Track usage over the die:
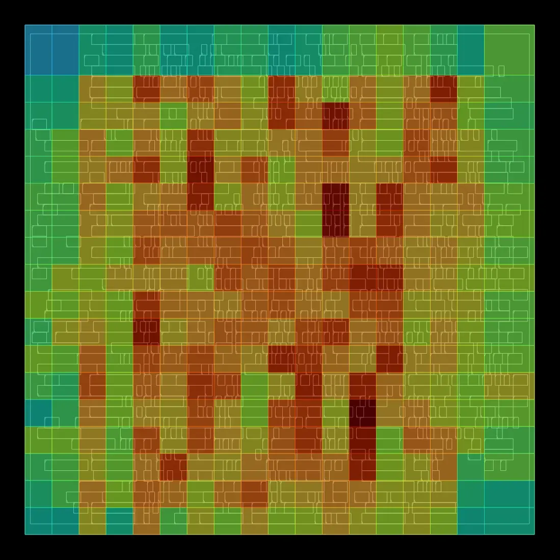
Metal 4:
Cells faint in the background.
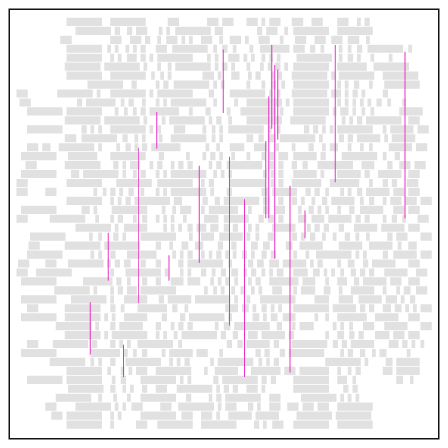
### config.mk
export PLATFORM = sky130hd
export DESIGN_NAME = branch_resolve_queue
export DESIGN_NICKNAME = d
export VERILOG_FILES = /design/src/rtl/branch_resolve_queue.sv
export SDC_FILE = /design/constraint.sdc
export NUM_CORES = 1
export LEC_CHECK = 0
export ABC_AREA = 1
export CAP_MARGIN = 0
export CELL_PAD_IN_SITES_DETAIL_PLACEMENT = 1
export CELL_PAD_IN_SITES_GLOBAL_PLACEMENT = 1
export CORE_UTILIZATION = 47
export CTS_CLUSTER_DIAMETER = 150
export DETAILED_ROUTE_END_ITERATION = 16
export PLACE_DENSITY = 0.83
export SLEW_MARGIN = 20
export SYNTH_ARGS = -nofsm -noshare
export SYNTH_HDL_FRONTEND = slang
export SYNTH_SLANG_ARGS = --single-unit
### constraint.sdc
create_clock -name clk -period 11.16 [get_ports clk]
set_input_delay 2.232 -clock clk [delete_from_list [all_inputs] [get_ports clk]]
set_output_delay 2.232 -clock clk [all_outputs]
set_load 0.005 [all_outputs]
### src/rtl/branch_resolve_queue.sv
// branch_resolve_queue: in-order queue of predicted branches awaiting resolution.
// Produces predictor training pulses and mispredict redirects. Revision 1.0.
`default_nettype none

module branch_resolve_queue #(
  parameter int DEPTH = 4
) (
  input  logic        clk,
  input  logic        reset_n,
  input  logic        push,
  input  logic [15:0] push_pc,
  input  logic        push_pred_taken,
  input  logic [15:0] push_pred_target,
  input  logic        resolve,
  input  logic        resolve_taken,
  input  logic [15:0] resolve_target,
  output logic        full,
  output logic        empty,
  output logic        load_BR,
  output logic        BR_taken,
  output logic [15:0] idex_PC,
  output logic        mispredict,
  output logic [15:0] redirect_pc,
  output logic        err
);

  localparam int unsigned c_aw = $clog2(DEPTH);
  localparam logic [c_aw-1:0] c_ptr_one = 1;
  localparam logic [c_aw:0]   c_depth   = DEPTH;

  logic [15:0]     r_pc     [DEPTH];
  logic            r_taken  [DEPTH];
  logic [15:0]     r_target [DEPTH];
  logic [c_aw-1:0] r_wr_ptr;
  logic [c_aw-1:0] r_rd_ptr;
  logic [c_aw:0]   r_count;

  logic [15:0] w_head_pc;
  logic        w_head_taken;
  logic [15:0] w_head_target;
  logic        w_res_ok;
  logic        w_push_ok;
  logic        w_mis;
  logic        w_wr_en;

  assign full  = (r_count == c_depth);
  assign empty = (r_count == '0);

  assign w_head_pc     = r_pc[r_rd_ptr];
  assign w_head_taken  = r_taken[r_rd_ptr];
  assign w_head_target = r_target[r_rd_ptr];

  // A same-cycle pop frees a slot, so a full queue still accepts a push then.
  assign w_res_ok  = resolve && !empty;
  assign w_push_ok = push && (!full || w_res_ok);
  assign w_mis     = w_res_ok &&
                     ((w_head_taken != resolve_taken) ||
                      (w_head_taken && resolve_taken && (w_head_target != resolve_target)));
  // Pushes alongside a mispredict are wrong-path and never land.
  assign w_wr_en   = w_push_ok && !w_mis;

  always_ff @(posedge clk) begin
    if (w_wr_en) begin
      r_pc[r_wr_ptr]     <= push_pc;
      r_taken[r_wr_ptr]  <= push_pred_taken;
      r_target[r_wr_ptr] <= push_pred_target;
    end
  end

  always_ff @(posedge clk) begin
    if (!reset_n) begin
      r_wr_ptr    <= '0;
      r_rd_ptr    <= '0;
      r_count     <= '0;
      load_BR     <= 1'b0;
      BR_taken    <= 1'b0;
      idex_PC     <= '0;
      mispredict  <= 1'b0;
      redirect_pc <= '0;
      err         <= 1'b0;
    end else begin
      load_BR    <= w_res_ok;
      mispredict <= w_mis;
      if (w_res_ok) begin
        BR_taken <= resolve_taken;
        idex_PC  <= w_head_pc;
      end
      if (w_mis) begin
        redirect_pc <= resolve_taken ? resolve_target : (w_head_pc + 16'd2);
      end
      if ((push && full && !w_res_ok) || (resolve && empty)) begin
        err <= 1'b1;
      end

      if (w_mis) begin
        r_rd_ptr <= r_rd_ptr + c_ptr_one;
        r_wr_ptr <= r_rd_ptr + c_ptr_one;
        r_count  <= '0;
      end else begin
        if (w_res_ok) r_rd_ptr <= r_rd_ptr + c_ptr_one;
        if (w_wr_en)  r_wr_ptr <= r_wr_ptr + c_ptr_one;
        r_count <= r_count + (c_aw+1)'(w_wr_en) - (c_aw+1)'(w_res_ok);
      end
    end
  end

endmodule

`default_nettype wire

==> results_slide.txt <==
Implementation Results

Synthesis
  • Post-synthesis xor/xnor area fraction: 0.681%
  • AO/OA Area Share: 4.38%
  • Synth cell types: 34
  • YS warnings: 0
  • Basic Gates by Area: 24.2%
  • Max-area cell share: 51.4%
  • Chip Area, Yosys: 7710 um2
  • Synth Flop Type: edfxtp_1

Detailed routing
  • Met2 WL: 10700 um

Clock network
  • H-Tree Depth: 4
  • CTS Buffer Depth: 2
  • Clk root buf: clkbuf_16
  • Cts-stage hold buffer count: 0
  • Post-CTS Resized: 0

STA
  • Final setup violating endpoints: 0
  • Cycle use final: 48.6%
  • Rel. slew slack: 27.3%
  • Hold slack: 0.472 ns

Floorplanning
  • Tapcell count: 216
  • # rows: 46
  • Core footprint: 15900 um2

Hold path
  • Worst hold path class: reg -> reg

Pwr
  • Int Power: 1.46 mW
  • P_comb: 0.776 mW
  • Sw Share: 36.7%
  • Clock Power Share: 26.6%
  • VDD IR-drop max: 0.000137 V
  • Pwr top: registers
  • Total Power: 2.31 mW
  • Combinational power share: 33.5%

Global route
  • Initial antenna violation count: 0
  • First-pass GRT wire length: 33100 um

Finish
  • Largest cell class: flip-flops and latches
  • Most numerous logic cell after layout: nand2_1
  • Layout cells sized above 1: 7.24%
  • Combinational fraction of the cell area: 25.8%

Setup path
  • Critical Path Stages: 8
  • CP cell instances: clkdlybuf4s50_1 > ha_1 > inv_1 > nand2_4 > nand2_4 > nand2_1 > nor2_2 > buf_4
  • Critical Path Sink Type: register
  • Critical Path AT: 5.54 ns
  • Crit path capture: r_target[3][1]
  • Most numerous cell on the critical path: nand2_4
  • Critical path class: in -> reg

Job
  • OpenROAD warnings: 29

Placement
  • Port Buf Inserts: 91
  • Placed cells: 1053

Run status
  • Outcome: finished clean
About 'track usage over the die':
All-Layer GR Usage: 26.8%
fin util: 58.4%
grt met3 use: 5.62%
grt met1 use: 32.8%
Most Used Layer, Global Route: met2

About 'metal 4':
share of all routed wire: 2.7%
main direction: vertical
total wire length: 21100 um
routed vias: 5875

Power figures rest on the tool's default switching activity, not on a simulated workload.
